File: config.mk
export PLATFORM = sky130hd
export DESIGN_NAME = cmpx_mult_arbiter_flat
export DESIGN_NICKNAME = d
export VERILOG_FILES = /design/src/rtl/cmult_pkg.sv /design/src/rtl/cmpx_mult_arbiter_if.sv /design/src/rtl/rr_arb_pick.sv /design/src/rtl/cmpx_mult_arbiter.sv /design/src/flat_wrapper.sv
export SDC_FILE = /design/constraint.sdc
export NUM_CORES = 1
export LEC_CHECK = 0
export ABC_AREA = 1
export CAP_MARGIN = 20
export CORE_MARGIN = 4
export CORE_UTILIZATION = 38
export CTS_CLUSTER_SIZE = 24
export DETAILED_ROUTE_END_ITERATION = 8
export PLACE_DENSITY = 0.77
export SLEW_MARGIN = 20
export SYNTH_ARGS = -nofsm -noshare
export SYNTH_HDL_FRONTEND = slang
export SYNTH_HIERARCHICAL = 1
export SYNTH_SLANG_ARGS = --single-unit
File: constraint.sdc
create_clock -name clk -period 2.34 [get_ports clk]
set_clock_uncertainty 0.05 [all_clocks]
set_input_delay 0.702 -clock clk [delete_from_list [all_inputs] [get_ports clk]]
set_output_delay 0.702 -clock clk [all_outputs]
set_load 0.005 [all_outputs]
File: src/rtl/cmult_pkg.sv
// rtl/cmult_pkg.sv - shared FSM encodings, operand field widths and defaults
// for the complex multiplier arbiter
package cmult_pkg;

   localparam logic [1:0] ST_IDLE  = 2'd0;
   localparam logic [1:0] ST_ISSUE = 2'd1;
   localparam logic [1:0] ST_WAIT  = 2'd2;
   localparam logic [1:0] ST_RESP  = 2'd3;

   localparam int RE_W            = 4;
   localparam int IM_W            = 4;
   localparam int DEF_WDOG_CYCLES = 64;

   typedef struct packed {
      logic [RE_W-1:0] re;
      logic [IM_W-1:0] im;
   } cpx_op_t;

   // Round-robin successor of a requester index, wrapping n-1 -> 0.
   function automatic int unsigned rr_next(input int unsigned idx, input int unsigned n);
      return (idx + 1 >= n) ? 0 : idx + 1;
   endfunction

endpackage

File: src/rtl/cmpx_mult_arbiter_if.sv
// rtl/cmpx_mult_arbiter_if.sv - requester and multiplier signals of the arbiter
// master = requesters plus multiplier side, slave = arbiter
interface cmpx_mult_arbiter_if #(
   parameter int NREQ = 4,
   parameter int DW   = 8,
   parameter int RW   = 8
);
   logic [NREQ-1:0]    req;
   logic [NREQ*DW-1:0] req_a;
   logic [NREQ*DW-1:0] req_b;
   logic [NREQ-1:0]    gnt;
   logic [NREQ-1:0]    rsp_valid;
   logic [RW-1:0]      rsp_real;
   logic [RW-1:0]      rsp_imag;
   logic               rsp_err;
   logic               busy;
   logic               mult_start;
   logic [DW-1:0]      mult_a;
   logic [DW-1:0]      mult_b;
   logic               mult_done;
   logic [RW-1:0]      mult_real;
   logic [RW-1:0]      mult_imag;

   modport master (
      output req, req_a, req_b, mult_done, mult_real, mult_imag,
      input  gnt, rsp_valid, rsp_real, rsp_imag, rsp_err, busy,
             mult_start, mult_a, mult_b
   );

   modport slave (
      input  req, req_a, req_b, mult_done, mult_real, mult_imag,
      output gnt, rsp_valid, rsp_real, rsp_imag, rsp_err, busy,
             mult_start, mult_a, mult_b
   );
endinterface

File: src/rtl/rr_arb_pick.sv
// rtl/rr_arb_pick.sv - combinational round-robin pick: first set req at or after ptr
module rr_arb_pick #(
   parameter int NREQ = 4,
   parameter int PW   = 2
) (
   input  logic [NREQ-1:0] req,
   input  logic [PW-1:0]   ptr,
   output logic [NREQ-1:0] winner,
   output logic [PW-1:0]   idx,
   output logic            any
);
   always_comb begin
      int j;
      winner = '0;
      idx    = '0;
      any    = 1'b0;
      j      = 0;
      for (int i = 0; i < NREQ; i++) begin
         j = int'(ptr) + i;
         if (j >= NREQ) j = j - NREQ;
         if (!any && req[j]) begin
            any       = 1'b1;
            winner[j] = 1'b1;
            idx       = PW'(j);
         end
      end
   end
endmodule

File: src/rtl/cmpx_mult_arbiter.sv
// rtl/cmpx_mult_arbiter.sv - round-robin sharing of one complex multiplier among NREQ lanes
// optional WAIT-state timeout enabled by defining CMULT_ARB_WDOG_EN
module cmpx_mult_arbiter
   import cmult_pkg::*;
#(
   parameter int NREQ        = 4,
   parameter int DW          = RE_W + IM_W,
   parameter int RW          = 8,
   parameter int WDOG_CYCLES = DEF_WDOG_CYCLES
) (
   input  logic             clk,
   input  logic             rst,
   cmpx_mult_arbiter_if.slave bus
);
   localparam int PW = (NREQ > 1) ? $clog2(NREQ) : 1;

   logic [1:0]      state;
   logic [PW-1:0]   ptr;
   logic [PW-1:0]   win_idx;
   logic [NREQ-1:0] win_oh;
   logic [DW-1:0]   a_q;
   logic [DW-1:0]   b_q;
   logic [RW-1:0]   real_q;
   logic [RW-1:0]   imag_q;
   logic            timeout;

   logic [NREQ-1:0] pick_oh;
   logic [PW-1:0]   pick_idx;
   logic            pick_any;

   rr_arb_pick #(.NREQ(NREQ), .PW(PW)) u_pick (
      .req    (bus.req),
      .ptr    (ptr),
      .winner (pick_oh),
      .idx    (pick_idx),
      .any    (pick_any)
   );

`ifdef CMULT_ARB_WDOG_EN
   localparam int CW = $clog2(WDOG_CYCLES + 1);

   logic [CW-1:0] wdog;
   logic          err_q;

   // Fires on the WDOG_CYCLES-th WAIT cycle that still has no done.
   assign timeout = (state == ST_WAIT) && !bus.mult_done && (wdog == CW'(WDOG_CYCLES - 1));

   always_ff @(posedge clk or posedge rst) begin
      if (rst) begin
         wdog  <= '0;
         err_q <= 1'b0;
      end else if (state == ST_ISSUE) begin
         wdog  <= '0;
      end else if (state == ST_WAIT) begin
         wdog <= wdog + 1'b1;
         if (bus.mult_done)
            err_q <= 1'b0;
         else if (timeout)
            err_q <= 1'b1;
      end
   end

   assign bus.rsp_err = err_q;
`else
   assign timeout     = 1'b0;
   assign bus.rsp_err = 1'b0;
`endif

   always_ff @(posedge clk or posedge rst) begin
      if (rst) begin
         state   <= ST_IDLE;
         ptr     <= '0;
         win_idx <= '0;
         win_oh  <= '0;
         a_q     <= '0;
         b_q     <= '0;
         real_q  <= '0;
         imag_q  <= '0;
      end else begin
         case (state)
            ST_IDLE: begin
               if (pick_any) begin
                  win_idx <= pick_idx;
                  win_oh  <= pick_oh;
                  a_q     <= bus.req_a[pick_idx*DW +: DW];
                  b_q     <= bus.req_b[pick_idx*DW +: DW];
                  state   <= ST_ISSUE;
               end
            end
            ST_ISSUE: state <= ST_WAIT;
            ST_WAIT: begin
               if (bus.mult_done) begin
                  real_q <= bus.mult_real;
                  imag_q <= bus.mult_imag;
                  state  <= ST_RESP;
               end else if (timeout) begin
                  real_q <= '0;
                  imag_q <= '0;
                  state  <= ST_RESP;
               end
            end
            ST_RESP: begin
               ptr   <= PW'(rr_next(int'(win_idx), NREQ));
               state <= ST_IDLE;
            end
            default: state <= ST_IDLE;
         endcase
      end
   end

   // Every output decodes registered state only, so async reset clears them at once.
   assign bus.busy       = (state != ST_IDLE);
   assign bus.gnt        = bus.busy ? win_oh : '0;
   assign bus.mult_start = (state == ST_ISSUE);
   assign bus.rsp_valid  = (state == ST_RESP) ? win_oh : '0;
   assign bus.mult_a     = a_q;
   assign bus.mult_b     = b_q;
   assign bus.rsp_real   = real_q;
   assign bus.rsp_imag   = imag_q;

endmodule

File: src/flat_wrapper.sv
// flat-port wrapper written by rule: the top's interface ports become plain ports
module cmpx_mult_arbiter_flat import cmult_pkg::*;
#(
   parameter int NREQ        = 4,
   parameter int DW          = RE_W + IM_W,
   parameter int RW          = 8,
   parameter int WDOG_CYCLES = DEF_WDOG_CYCLES
)
  (clk, rst, bus_req, bus_req_a, bus_req_b, bus_mult_done, bus_mult_real, bus_mult_imag, bus_gnt, bus_rsp_valid, bus_rsp_real, bus_rsp_imag, bus_rsp_err, bus_busy, bus_mult_start, bus_mult_a, bus_mult_b);
  cmpx_mult_arbiter_if #(.NREQ(NREQ), .DW(DW), .RW(RW)) bus_i ();
  input  logic clk;
  input  logic rst;
  input wire logic [$bits(bus_i.req)-1:0] bus_req;
  input wire logic [$bits(bus_i.req_a)-1:0] bus_req_a;
  input wire logic [$bits(bus_i.req_b)-1:0] bus_req_b;
  input wire logic [$bits(bus_i.mult_done)-1:0] bus_mult_done;
  input wire logic [$bits(bus_i.mult_real)-1:0] bus_mult_real;
  input wire logic [$bits(bus_i.mult_imag)-1:0] bus_mult_imag;
  output wire logic [$bits(bus_i.gnt)-1:0] bus_gnt;
  output wire logic [$bits(bus_i.rsp_valid)-1:0] bus_rsp_valid;
  output wire logic [$bits(bus_i.rsp_real)-1:0] bus_rsp_real;
  output wire logic [$bits(bus_i.rsp_imag)-1:0] bus_rsp_imag;
  output wire logic [$bits(bus_i.rsp_err)-1:0] bus_rsp_err;
  output wire logic [$bits(bus_i.busy)-1:0] bus_busy;
  output wire logic [$bits(bus_i.mult_start)-1:0] bus_mult_start;
  output wire logic [$bits(bus_i.mult_a)-1:0] bus_mult_a;
  output wire logic [$bits(bus_i.mult_b)-1:0] bus_mult_b;
  assign bus_i.req = bus_req;
  assign bus_i.req_a = bus_req_a;
  assign bus_i.req_b = bus_req_b;
  assign bus_i.mult_done = bus_mult_done;
  assign bus_i.mult_real = bus_mult_real;
  assign bus_i.mult_imag = bus_mult_imag;
  assign bus_gnt = bus_i.gnt;
  assign bus_rsp_valid = bus_i.rsp_valid;
  assign bus_rsp_real = bus_i.rsp_real;
  assign bus_rsp_imag = bus_i.rsp_imag;
  assign bus_rsp_err = bus_i.rsp_err;
  assign bus_busy = bus_i.busy;
  assign bus_mult_start = bus_i.mult_start;
  assign bus_mult_a = bus_i.mult_a;
  assign bus_mult_b = bus_i.mult_b;
  cmpx_mult_arbiter #(.NREQ(NREQ), .DW(DW), .RW(RW), .WDOG_CYCLES(WDOG_CYCLES)) u_core (.clk(clk), .rst(rst), .bus(bus_i));
endmodule
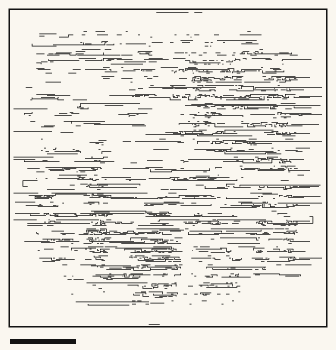
(run_1/m1.png)
The bar under the picture is 20 µm long.
share of all routed wire: 42%
longest straight run: 32.0 µm
nets with wire on the layer: 576
wire length on this layer: 3,680 µm
DRT Wirelength: 8840 µm
GR met1 Demand/Resource: 22.7%
Vias: 3,084

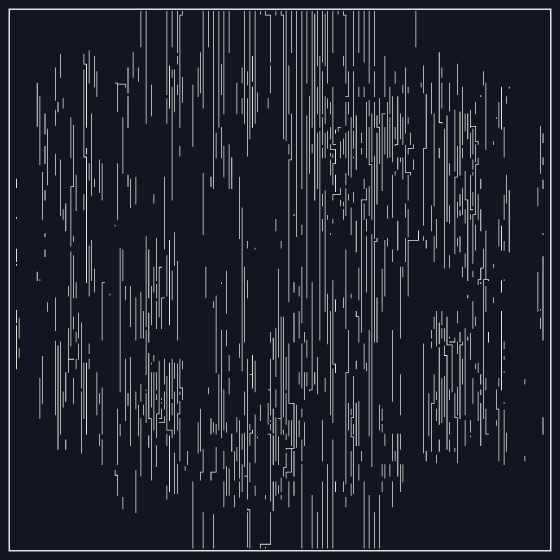
(run_1/m2.png)
main direction: vertical
wire length on this layer: 4,240 µm
share of all routed wire: 48%

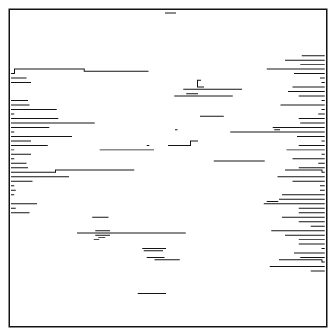
(run_1/m3.png)
share of all routed wire: 9.7%
main direction: horizontal
nets with wire on the layer: 97
wire length on this layer: 858 µm
longest straight run: 32.7 µm
met3 usage: 5.08%

==> results_slide.txt, run 1 <==
Key Metrics from the Run

Outcome
  • Status: completed

Logic synthesis
  • Chip Area, Yosys: 2930 µm²
  • Synth Instances: 407
  • Synthesized cell area: 2930 µm²
  • Syn Area/Cell: 7.19 µm²
  • Mux share: 8.21%
  • Count leader, synth: nand2_1

Final layout
  • Dominant kind of cell by area: buffers
  • Fill cell count: 644
  • Bufs w/o clock: 164
  • Multi-input gate area: 1590 µm²
  • Sequential cell area: 1050 µm²

Clocking
  • CTS tree: yes
  • CTS root buffer: clkbuf_8
  • Maximum root-to-sink buffer count: 2
  • H-tree Lvls: 2
  • Worst-Skew Late Latency: 0.28 ns

Critical path
  • Crit Path Class: reg -> out
  • CP delay by family, top: buffers and inverters
  • Worst path required time: 1.59 ns
  • Buffers and inverters on the worst path: 2

Pwr
  • Reg power frac: 18.2%
  • Sequential power: 1.31 mW
  • Power, Total: 7.21 mW
  • Pwr per Cell Area: 1520 nW/µm²
  • Power Internal: 4.08 mW
  • Comb power frac: 75.0%
  • P_sw: 3.13 mW

Die
  • Rows: 31
  • IO Count: 130
  • Die width: 95.8 µm

Placed design
  • Placed insts: 648

Detailed routing
  • DRC: 0
  • Vias per inst: 4.65
  • Routed Antenna Nets: 0
  • Initial DRC count: 70

Hold path
  • Worst Hold End: u_core/bus.mult_b[2]
  • WHS Path Cells: 2
  • Min-delay src: u_core/bus.mult_b[2]
  • Worst hold path class: reg -> reg

STA
  • F_max: 442 MHz
  • Hold slack final: 0.439 ns
  • Final period util: 96.7%

Global routing
  • Initial antenna violation count: 0
  • Vias in the first global route: 3,137
  • Pin count of the biggest net entering global routing: 26
  • Met2 Use GR: 33.7%
-- run 1: stage by stage --
stage | cell area (µm²) | setup slack (ns)
after floorplan | 2930 | 0.0348
after global placement | 4490 | -0.309
after detailed placement | 4490 | -0.372
after CTS | 4670 | 0.000742
after global routing | 4760 | 0.00935
final | 4760 | 0.0779
-- run 1: cell families after synthesis --
logic type	after synthesis
AND-OR/OR-AND	17
adder cells (fa/ha/maj)	14
multiplexers	18
buffers and inverters	80
other	1
AND/OR/NAND/NOR	235
flip-flops	42
-- run 1: routing by layer --
metal | up-vias | share of wire, % | wire [µm]
met5 | - | 0 | 0
met4 | 0 | 0.64 | 57
met3 | 4 | 9.7 | 857
met2 | 125 | 48 | 4240
met1 | 1399 | 42 | 3680
li1 | 1556 | - | -
==> run_1/congestion_map.png <==
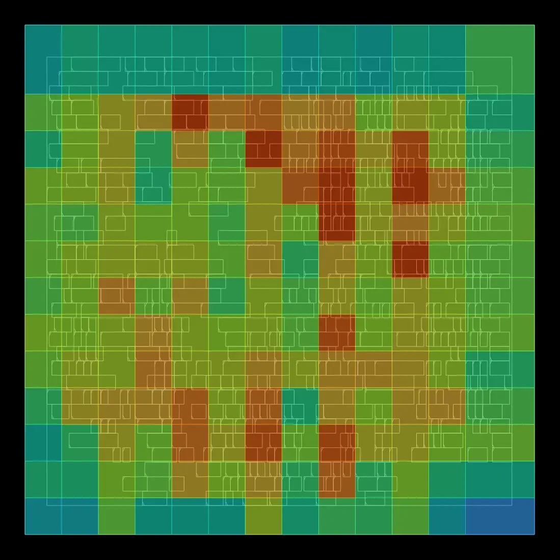

==> run 2, diff against run 1 <==
--- a/config.mk
+++ b/config.mk
@@ -5,10 +5,10 @@
 export SDC_FILE = /design/constraint.sdc
 export NUM_CORES = 1
 export LEC_CHECK = 0
-export ABC_AREA = 1
 export CAP_MARGIN = 20
+export CORE_ASPECT_RATIO = 0.9
 export CORE_MARGIN = 4
-export CORE_UTILIZATION = 38
+export CORE_UTILIZATION = 37
 export CTS_CLUSTER_SIZE = 24
 export DETAILED_ROUTE_END_ITERATION = 8
 export PLACE_DENSITY = 0.77
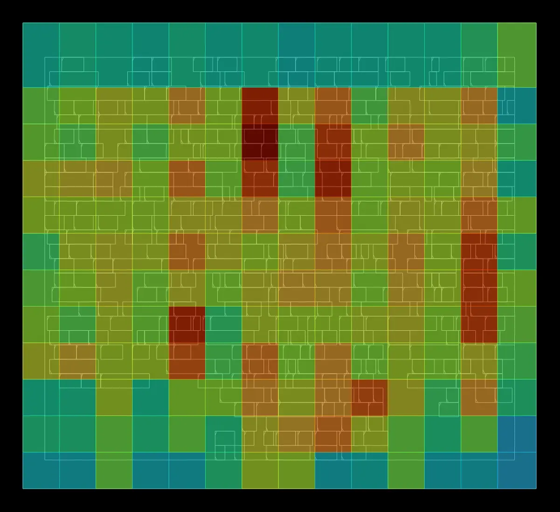
(run_2/congestion_map.png)
GRT busiest layer: met2
GR met1 Demand/Resource: 19.7%
met3 usage: 7.25%

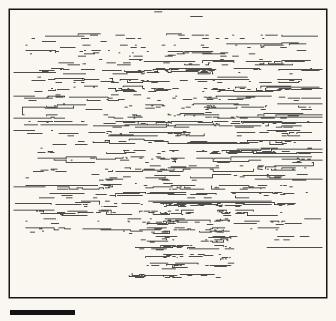
(run_2/m1.png)
The bar under the picture is 20 µm long.
longest straight run: 37.7 µm
wire length on this layer: 3,110 µm
main direction: horizontal

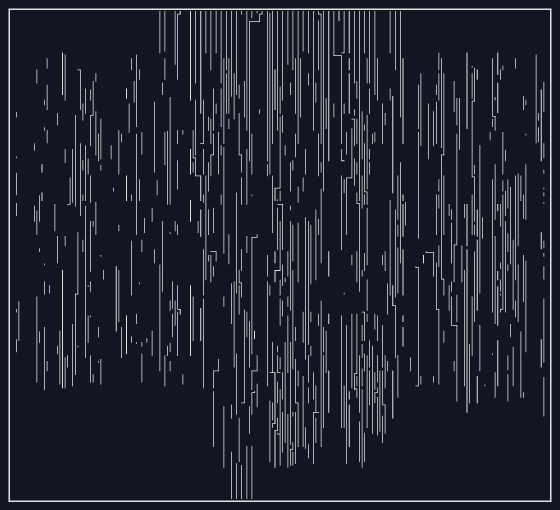
(run_2/m2.png)
longest straight run: 34.0 µm
main direction: vertical
nets with wire on the layer: 429
share of all routed wire: 50%

==> results_slide.txt, run 2 <==
Key Metrics from the Run

Clocking
  • CTS root buffer: clkbuf_8
  • CTS tree: yes
  • H-tree Lvls: 2 (unchanged)

Critical path
  • Worst path required time: 2.47 ns (+0.88 ns)
  • CP delay by family, top: multiplexers
  • Crit Path Class: reg -> reg

Final layout
  • Fill cell count: 508 (-21%)
  • Dominant kind of cell by area: buffers

Die
  • Die width: 97.0 µm (+1.3%)

Global routing
  • Pin count of the biggest net entering global routing: 43 (+65%)
  • Initial antenna violation count: 0 (unchanged)
  • Vias in the first global route: 2,549 (-19%)

Pwr
  • Comb power frac: 69.9% (-5.1 points)
  • P_sw: 2.42 mW (-23%)
  • Reg power frac: 19.6% (+1.4 points)
  • Power, Total: 6.75 mW (-6.4%)

Detailed routing
  • Vias: 2,388 (-23%)
  • Top Metal Used: met4
  • Routed length on met1: 3110 µm (-16%)
  • DR WL met2: 3980 µm (-6.2%)
  • Initial DRC count: 72 (+2.9%)

STA
  • Final period util: 109% (+12 points)
  • Final WS setup: -0.212 ns (-0.290 ns)
  • Setup violators final: 16
  • F_max: 392 MHz (-11%)

Logic synthesis
  • Mux share: 27.5% (+19 points)
  • Syn Area/Cell: 12.1 µm² (+68%)

Outcome
  • Failing checks: setup timing
  • Status: complete, but fails checks
==> run 2: final timing paths <==
kind	start	endpoint	slack, ns	cells past startpoint
max	u_core/ptr[0]	u_core/bus.mult_b[6]	-0.21	10
min reg2reg	u_core/bus.mult_b[6]	u_core/bus.mult_b[6]	0.44	2
min in group asynchronous	rst	u_core/bus.rsp_imag[4]	0.68	3
max reg2reg	u_core/ptr[0]	u_core/bus.mult_b[6]	-0.21	10
min	u_core/bus.mult_b[6]	u_core/bus.mult_b[6]	0.44	2
max in group asynchronous	rst	u_core/ptr[0]	1.34	3
==> run 2: through the flow <==
step           cell area (µm²)  util [%]
2_1_floorplan             2690         -
3_3_place_gp              4230      62.5
3_5_place_dp              4230      62.5
4_1_cts                   4510      66.7
5_1_grt                   4610      68.2
6_report                  4610      68.2
Power and IR drop assume default switching activity.
